**Run 1: clock network drawn from the DEF**

Bar = 20 um.
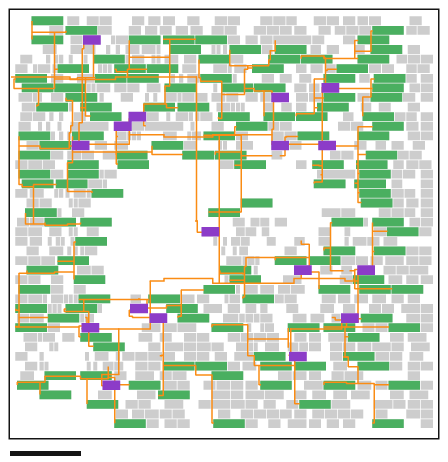
**Run 1: where the registers sit**

Other sequential cells in the stronger grey, the rest of the logic in the fainter grey.
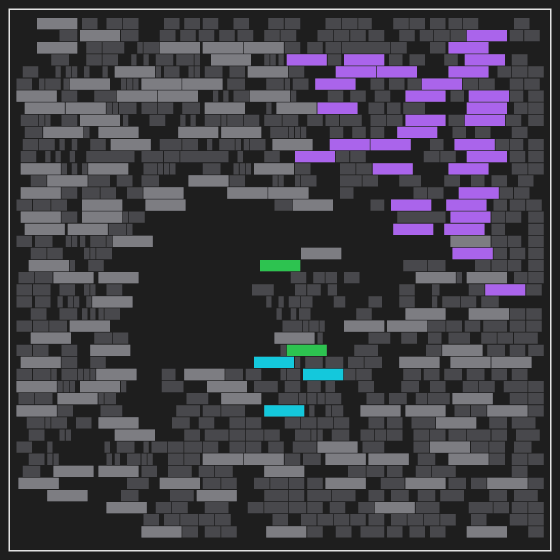
**Run 1: clock wiring as the flow saved it**

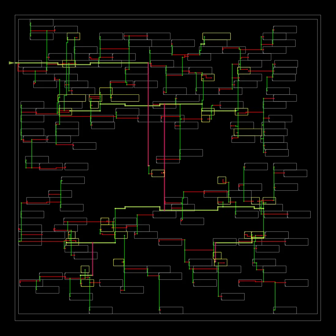
**src/rtl/riscv_mem_pkg.sv**
```systemverilog
// Shared encodings for the single-port memory arbiter.
// State, access size and fairness defaults live here.
package riscv_mem_pkg;

  localparam logic [1:0] IDLE    = 2'b00;
  localparam logic [1:0] BUSY_IF = 2'b01;
  localparam logic [1:0] BUSY_DM = 2'b10;

  localparam logic [1:0] SIZE_BYTE = 2'b00;
  localparam logic [1:0] SIZE_HALF = 2'b01;
  localparam logic [1:0] SIZE_WORD = 2'b10;

  localparam int STARVE_LIMIT_DEF = 4;

  typedef struct packed {
    logic        we;
    logic [1:0]  size;
    logic [31:0] addr;
    logic [31:0] wdata;
  } memCmd_t;

endpackage

```
**src/rtl/arb_starve_counter.sv**
```systemverilog
// Saturating count of data grants taken while a fetch waits.
// Raises forceFetch once the limit is reached.
module arb_starve_counter
  import riscv_mem_pkg::*;
#(
  parameter int LIMIT = STARVE_LIMIT_DEF
) (
  input  logic clk,
  input  logic reset,
  input  logic ifReq,
  input  logic ifGrant,
  input  logic dmGrant,
  output logic forceFetch
);

  localparam int W =
    (LIMIT < 1) ? 1 : $clog2(LIMIT + 1);
  localparam logic [W-1:0] LIM = W'(LIMIT);

  logic [W-1:0] count;

  always_ff @(posedge clk or posedge reset) begin
    if (reset) begin
      count <= '0;
    end else if (ifGrant || !ifReq) begin
      count <= '0;
    end else if (dmGrant && count != LIM) begin
      count <= count + 1'b1;
    end
  end

  assign forceFetch = (count == LIM);

endmodule

```
**src/rtl/mem_port_arbiter.sv**
```systemverilog
// Shares one memory port between instruction fetch and data access.
// Fixed data priority with a starvation guard for fetch.
module mem_port_arbiter
  import riscv_mem_pkg::*;
#(
  parameter int STARVE_LIMIT = STARVE_LIMIT_DEF
) (
  input  logic        clk,
  input  logic        reset,
  input  logic        if_req,
  input  logic [31:0] if_addr,
  input  logic        if_kill,
  output logic [31:0] if_rdata,
  output logic        if_valid,
  output logic        if_stall,
  input  logic        dm_req,
  input  logic        dm_we,
  input  logic [1:0]  dm_size,
  input  logic [31:0] dm_addr,
  input  logic [31:0] dm_wdata,
  output logic [31:0] dm_rdata,
  output logic        dm_valid,
  output logic        dm_stall,
  output logic        mem_req,
  output logic        mem_we,
  output logic [1:0]  mem_size,
  output logic [31:0] mem_addr,
  output logic [31:0] mem_wdata,
  input  logic [31:0] mem_rdata,
  input  logic        mem_ready
);

  logic [1:0]  state;
  memCmd_t     cmd;
  logic        killPending;
  logic        ifValidQ;
  logic        dmValidQ;
  logic [31:0] ifRdataQ;
  logic [31:0] dmRdataQ;

  logic isIdle;
  logic ifDone;
  logic dmDone;
  logic ifCand;
  logic dmWins;
  logic ifWins;
  logic ifGrant;
  logic dmGrant;
  logic forceFetch;
  logic ifDrop;

  assign isIdle = (state == IDLE);
  assign ifDone = (state == BUSY_IF) & mem_ready;
  assign dmDone = (state == BUSY_DM) & mem_ready;

  assign ifCand = if_req & ~if_kill;
  assign dmWins = dm_req & ~(forceFetch & ifCand);
  assign ifWins = ~dmWins & ifCand;

  // A requester still holds its old request in its valid cycle,
  // so the winner that just finished is not regranted then.
  assign dmGrant = isIdle & dmWins & ~dmValidQ;
  assign ifGrant = isIdle & ifWins & ~ifValidQ;

  assign ifDrop = killPending | if_kill;

  arb_starve_counter #(
    .LIMIT(STARVE_LIMIT)
  ) uStarve (
    .clk       (clk),
    .reset     (reset),
    .ifReq     (if_req),
    .ifGrant   (ifGrant),
    .dmGrant   (dmGrant),
    .forceFetch(forceFetch)
  );

  always_ff @(posedge clk or posedge reset) begin
    if (reset) begin
      state    <= IDLE;
      cmd      <= '0;
      ifValidQ <= 1'b0;
      dmValidQ <= 1'b0;
      ifRdataQ <= '0;
      dmRdataQ <= '0;
    end else begin
      ifValidQ <= 1'b0;
      dmValidQ <= 1'b0;
      unique case (1'b1)
        ifGrant: begin
          state <= BUSY_IF;
          cmd   <= '{we:    1'b0,
                     size:  SIZE_WORD,
                     addr:  if_addr,
                     wdata: 32'h0};
        end
        dmGrant: begin
          state <= BUSY_DM;
          cmd   <= '{we:    dm_we,
                     size:  dm_size,
                     addr:  dm_addr,
                     wdata: dm_wdata};
        end
        ifDone: begin
          state <= IDLE;
          if (!ifDrop) begin
            ifValidQ <= 1'b1;
            ifRdataQ <= mem_rdata;
          end
        end
        dmDone: begin
          state    <= IDLE;
          dmValidQ <= 1'b1;
          dmRdataQ <= mem_rdata;
        end
        default: ;
      endcase
    end
  end

  // A killed fetch still finishes on the port; remember to drop it.
  always_ff @(posedge clk or posedge reset) begin
    if (reset) begin
      killPending <= 1'b0;
    end else if (ifDone) begin
      killPending <= 1'b0;
    end else if (state == BUSY_IF && if_kill) begin
      killPending <= 1'b1;
    end
  end

  assign mem_req   = ~isIdle;
  assign mem_we    = cmd.we;
  assign mem_size  = cmd.size;
  assign mem_addr  = cmd.addr;
  assign mem_wdata = cmd.wdata;

  assign if_rdata = ifRdataQ;
  assign if_valid = ifValidQ;
  assign dm_rdata = dmRdataQ;
  assign dm_valid = dmValidQ;

  assign if_stall = if_req & ~ifValidQ;
  assign dm_stall = dm_req & ~dmValidQ;

endmodule

```
**config.mk**
```make
export PLATFORM = sky130hd
export DESIGN_NAME = mem_port_arbiter
export DESIGN_NICKNAME = d
export VERILOG_FILES = /design/src/rtl/riscv_mem_pkg.sv /design/src/rtl/arb_starve_counter.sv /design/src/rtl/mem_port_arbiter.sv
export SDC_FILE = /design/constraint.sdc
export NUM_CORES = 1
export LEC_CHECK = 0
export CORE_UTILIZATION = 40
export CTS_BUF_LIST = sky130_fd_sc_hd__clkbuf_8
export CTS_CLUSTER_DIAMETER = 200
export DETAILED_ROUTE_END_ITERATION = 12
export PLACE_DENSITY = 0.79
export SETUP_SLACK_MARGIN = 0.4
export SYNTH_ARGS = -nofsm -noshare
export SYNTH_HDL_FRONTEND = slang
export SYNTH_SLANG_ARGS = --single-unit
```
**constraint.sdc**
```tcl
create_clock -name clk -period 5.5 [get_ports clk]
set_clock_uncertainty 0.1 [all_clocks]
set_input_delay 1.1 -clock clk [delete_from_list [all_inputs] [get_ports clk]]
set_output_delay 1.1 -clock clk [all_outputs]
set_load 0.05 [all_outputs]
```
==> impl_metrics.env, run 1 <==
# yosys + openroad results
export IMPL_vias_per_cell=4.85
export IMPL_p_sw_uw=3030
export IMPL_top_cell="dfrtp_1"
export IMPL_route_detailed_drc=0
export IMPL_worst_hold_path_endpoint="dm_rdata[2]$_DFFE_PP0P_"
export IMPL_holdWs_ps=378
export IMPL_setup_worst_path_start="dm_req"
export IMPL_status="completed"
export IMPL_dp_cells=862
export IMPL_hp_class="reg -> reg"
export IMPL_ant_nets=0
export IMPL_comb_area_sq_um=2060
export IMPL_synth_top_cell_by_area="dfrtp_1"
export IMPL_finalPower_uw=6390
export IMPL_routed_wl_um=15300
export IMPL_flops=139
export IMPL_maxCapViolations=0
export IMPL_largest_class="sequential cells"
export IMPL_grt_pass1_vias=4588
export IMPL_fillers=1033
export IMPL_rsz0062_at_grt="false"
export IMPL_warning_count=29
export IMPL_grt_max_degree=116
export IMPL_logic_gate_count=257
export IMPL_synthTopLogicFamily="multiplexers"
export IMPL_compound_area_share_pct=6.04
export IMPL_htreeDepth=4
export IMPL_edf_count=0
export IMPL_maxSlewHeadroom_pct=27.1
export IMPL_ys_types=32
export IMPL_drv_slew=0
export IMPL_ioPinCount=273
export IMPL_synth_area_sq_um=5700
export IMPL_clk_share_pct=5.05
export IMPL_finalSetupViolations=0
export IMPL_ys_flop_type="dfrtp_1"
export IMPL_antenna_found_initial=0
export IMPL_post_route_period_util_pct=70.3
export IMPL_cts_root_buf="clkbuf_8"
export IMPL_ys_ff=139
export IMPL_worstMarginPinSlew_ps=1090
export IMPL_firstDrtPassIters=4
export IMPL_ys_area_sq_um=5700
export IMPL_p_int_uw=3360
export IMPL_regToRegEndpoint="mem_addr[29]$_DFFE_PP0P_"
About 'clock network drawn from the DEF':
- orange: clock wires (length 1670 um)
- purple: cells driving clock nets (count 17)
- green: flip-flops (count 139)
- routed clock nets: 18
clock network power share: 14.7%
clk pwr: 937 uW
worst skew pair latency: 440 ps

About 'where the registers sit':
- cyan: uStarve.count (placed flops 3)
- purple: mem_wdata (placed flops 32; where upper right)
- green: state (placed flops 2)
- not coloured: 102
final design utilization: 65.0%
Seq area share: 38.6%
sequential power: 1770 uW
Reg area: 3480 sq um

About 'clock wiring as the flow saved it':
# clk buffers: 18
clk sinks: 139
total CTS buffers: 17

## run 1: layout by cell type, fill, tap and decap left out, drive strengths merged
master and count:
a2111o 1, a21oi 1, a221o 1, a22o 34, and3b 1, and4b 1
buf 5, bufinv 4, clkbuf 18, clkdlybuf4s50 272, clkinv 2, clkinvlp 2
dfrtp 139, ha 2, inv 15, mux2 96, mux2i 1, nand2 99
nand2b 1, nand3 1, nand3b 2, nand4 1, nor2 7, nor3 1
o21a 2, o21ai 1, or3 2, xnor2 1, xor2 1
## run 1: worst max-delay path, cell delays in order
cell             delay [ps]
clkdlybuf4s50_1         500
nand2b_1                120
inv_1                   110
clkdlybuf4s50_1         830
## run 1: layer usage
metal | GRT usage (%) | wire (um)
met2 | 36.2 | 7770
met4 | 9.57 | 411
met1 | 22.7 | 5750
met5 | 0 | 0
met3 | 8.27 | 1330
**Run 1: logic cells by family**

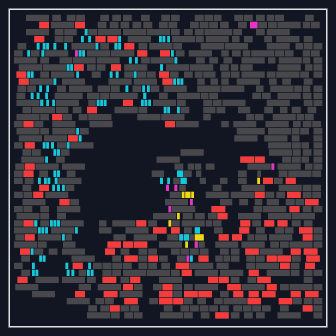

--- run 2 (diff from run 1) ---
- clock period: 5.5 -> 3.9 ns (I/O delays scaled with it)
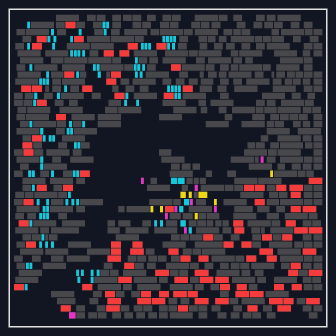
**Above:** run 2 (logic cells by family).
- red: multiplexers (cells 97; where spread over the die)
- yellow: NOR gates (cells 8; where centre)
- magenta: inverters (cells 9)
- cyan: NAND gates (cells 104)
fin cells: 897
logic share of the area: 22.9%
most numerous logic cell after layout: clkdlybuf4s50_1

==> run 2 against run 1 <==
Compared with the run above:
- combinational power grew 42%
- sequential share of layout area is 0.086 points higher
- setup slack lost 970 ps
- flip-flop count did not move
- non-clock buffer count is 3 higher
- die size is the same
- cell count rose by 0.34%
- via count grew 0.41%
- global-route usage increased by 0.34 points
==> impl_metrics.env, run 2 <==
# yosys + openroad results
export IMPL_nClkBuffers=19
export IMPL_maxCapViolations=0
export IMPL_clockPowerShare_pct=12.8
export IMPL_max_stage_delay_ps=840
export IMPL_edf_count=0
export IMPL_compound_area_share_pct=6.04
export IMPL_flops=139
export IMPL_holdWs_ps=380
export IMPL_path_buffers=3
export IMPL_signal_buffers=280
export IMPL_rsz0062_at_grt="false"
export IMPL_regToRegEndpoint="mem_addr[29]$_DFFE_PP0P_"
export IMPL_cp_common_cell="clkdlybuf4s50_1"
export IMPL_path_cells="clkdlybuf4s50_1 -> nand2b_1 -> inv_1 -> clkdlybuf4s50_1"
export IMPL_pwr_share_comb_pct=59.0
export IMPL_warning_count=29
export IMPL_crit_slowest_cell="clkdlybuf4s50_1"
export IMPL_grtUsageMet2_pct=37.8
export IMPL_clk_latency_ps=430
export IMPL_utilization_pct=64.8
export IMPL_setup_worst_path_start="dm_req"
export IMPL_fillers=1049
export IMPL_ioPinCount=273
export IMPL_tritoncts="done"
export IMPL_synth_area_sq_um=5700
export IMPL_maxSlewHeadroom_pct=45.6
export IMPL_logic_gate_count=257
export IMPL_cts_buffers=17
export IMPL_crit_family="buffers and inverters"
export IMPL_finalPower_uw=8860
export IMPL_register_area_sq_um=3480
export IMPL_post_route_period_util_pct=82.9
export IMPL_ys_ff=139
export IMPL_r2r_start="uStarve.count[0]$_DFFE_PP0P_"
export IMPL_status="completed"
export IMPL_synth_top_cell_by_area="dfrtp_1"
export IMPL_worstMarginPinSlew_ps=816
export IMPL_vias_per_cell=4.86
export IMPL_p_leak_uw=0.00413
export IMPL_routed_wl_um=15400
export IMPL_drv_slew=0
export IMPL_ff2ff_path_depth=7
export IMPL_p_clk_uw=1130
export IMPL_ys_area_sq_um=5700
export IMPL_p_sw_uw=4250
export IMPL_p_int_uw=4610
export IMPL_clkSinkCount=139
export IMPL_grt_pass1_vias=4620
export IMPL_cp_num_cells=4
export IMPL_ant_nets=0
export IMPL_simple_gate_share_pct=8.23
export IMPL_setup_tns_ps=0
export IMPL_ys_types=32
export IMPL_seq_cell_share_pct=38.7
export IMPL_clk_share_pct=4.32
export IMPL_initCoreUtil_pct=41.1
export IMPL_layout_top_cells="clkdlybuf4s50_1, dfrtp_1, nand2_1"
export IMPL_grtUsageTotal_pct=21.4
export IMPL_ys_flop_type="dfrtp_1"
export IMPL_synthTopLogicFamily="multiplexers"
export IMPL_wl_met3_um=1290
export IMPL_cts_root_buf="clkbuf_8"
export IMPL_hp_class="reg -> reg"
export IMPL_top_cell="dfrtp_1"
export IMPL_finalHoldViolations=0
export IMPL_grt_most_used_layer="met2"
export IMPL_route_detailed_drc=0
export IMPL_routed_wl_met2_um=7910
export IMPL_grt_use_met3_pct=7.80
export IMPL_min_delay_start="dm_rdata[4]$_DFFE_PP0P_"
export IMPL_crit_type="in -> out"
export IMPL_htreeDepth=4
export IMPL_wl_met1_um=6000
export IMPL_finalSetupViolations=0
export IMPL_io_buffer_count=272
export IMPL_met1_usage_pct=23.9
export IMPL_highest_layer="met4"
export IMPL_largest_class="sequential cells"
export IMPL_comb_area_sq_um=2060
export IMPL_antenna_found_initial=0
export IMPL_p_seq_uw=2500
export IMPL_firstDrtPassIters=4
[run 2: netlist changes by cell type in the layout (fill, tap and decap cells not counted), moves of 2 or more]
cell | before | now
buf_12 | 0 | 2
clkinvlp_4 | 2 | 4
inv_6 | 6 | 0
inv_1 | 7 | 9
bufinv_16 | 4 | 2
clkinv_2 | 0 | 4
[run 2: worst min-delay path by stage]
stage                               endpoint  slack, ps
floorplan            killPending$_DFFE_PP0P_        360
global placement     dm_rdata[8]$_DFFE_PP0P_        360
detailed placement   dm_rdata[9]$_DFFE_PP0P_        360
CTS                  dm_rdata[4]$_DFFE_PP0P_        380
global route        dm_rdata[28]$_DFFE_PP0P_        410
finish               dm_rdata[4]$_DFFE_PP0P_        380
Power is estimated from default activity; no workload was simulated.
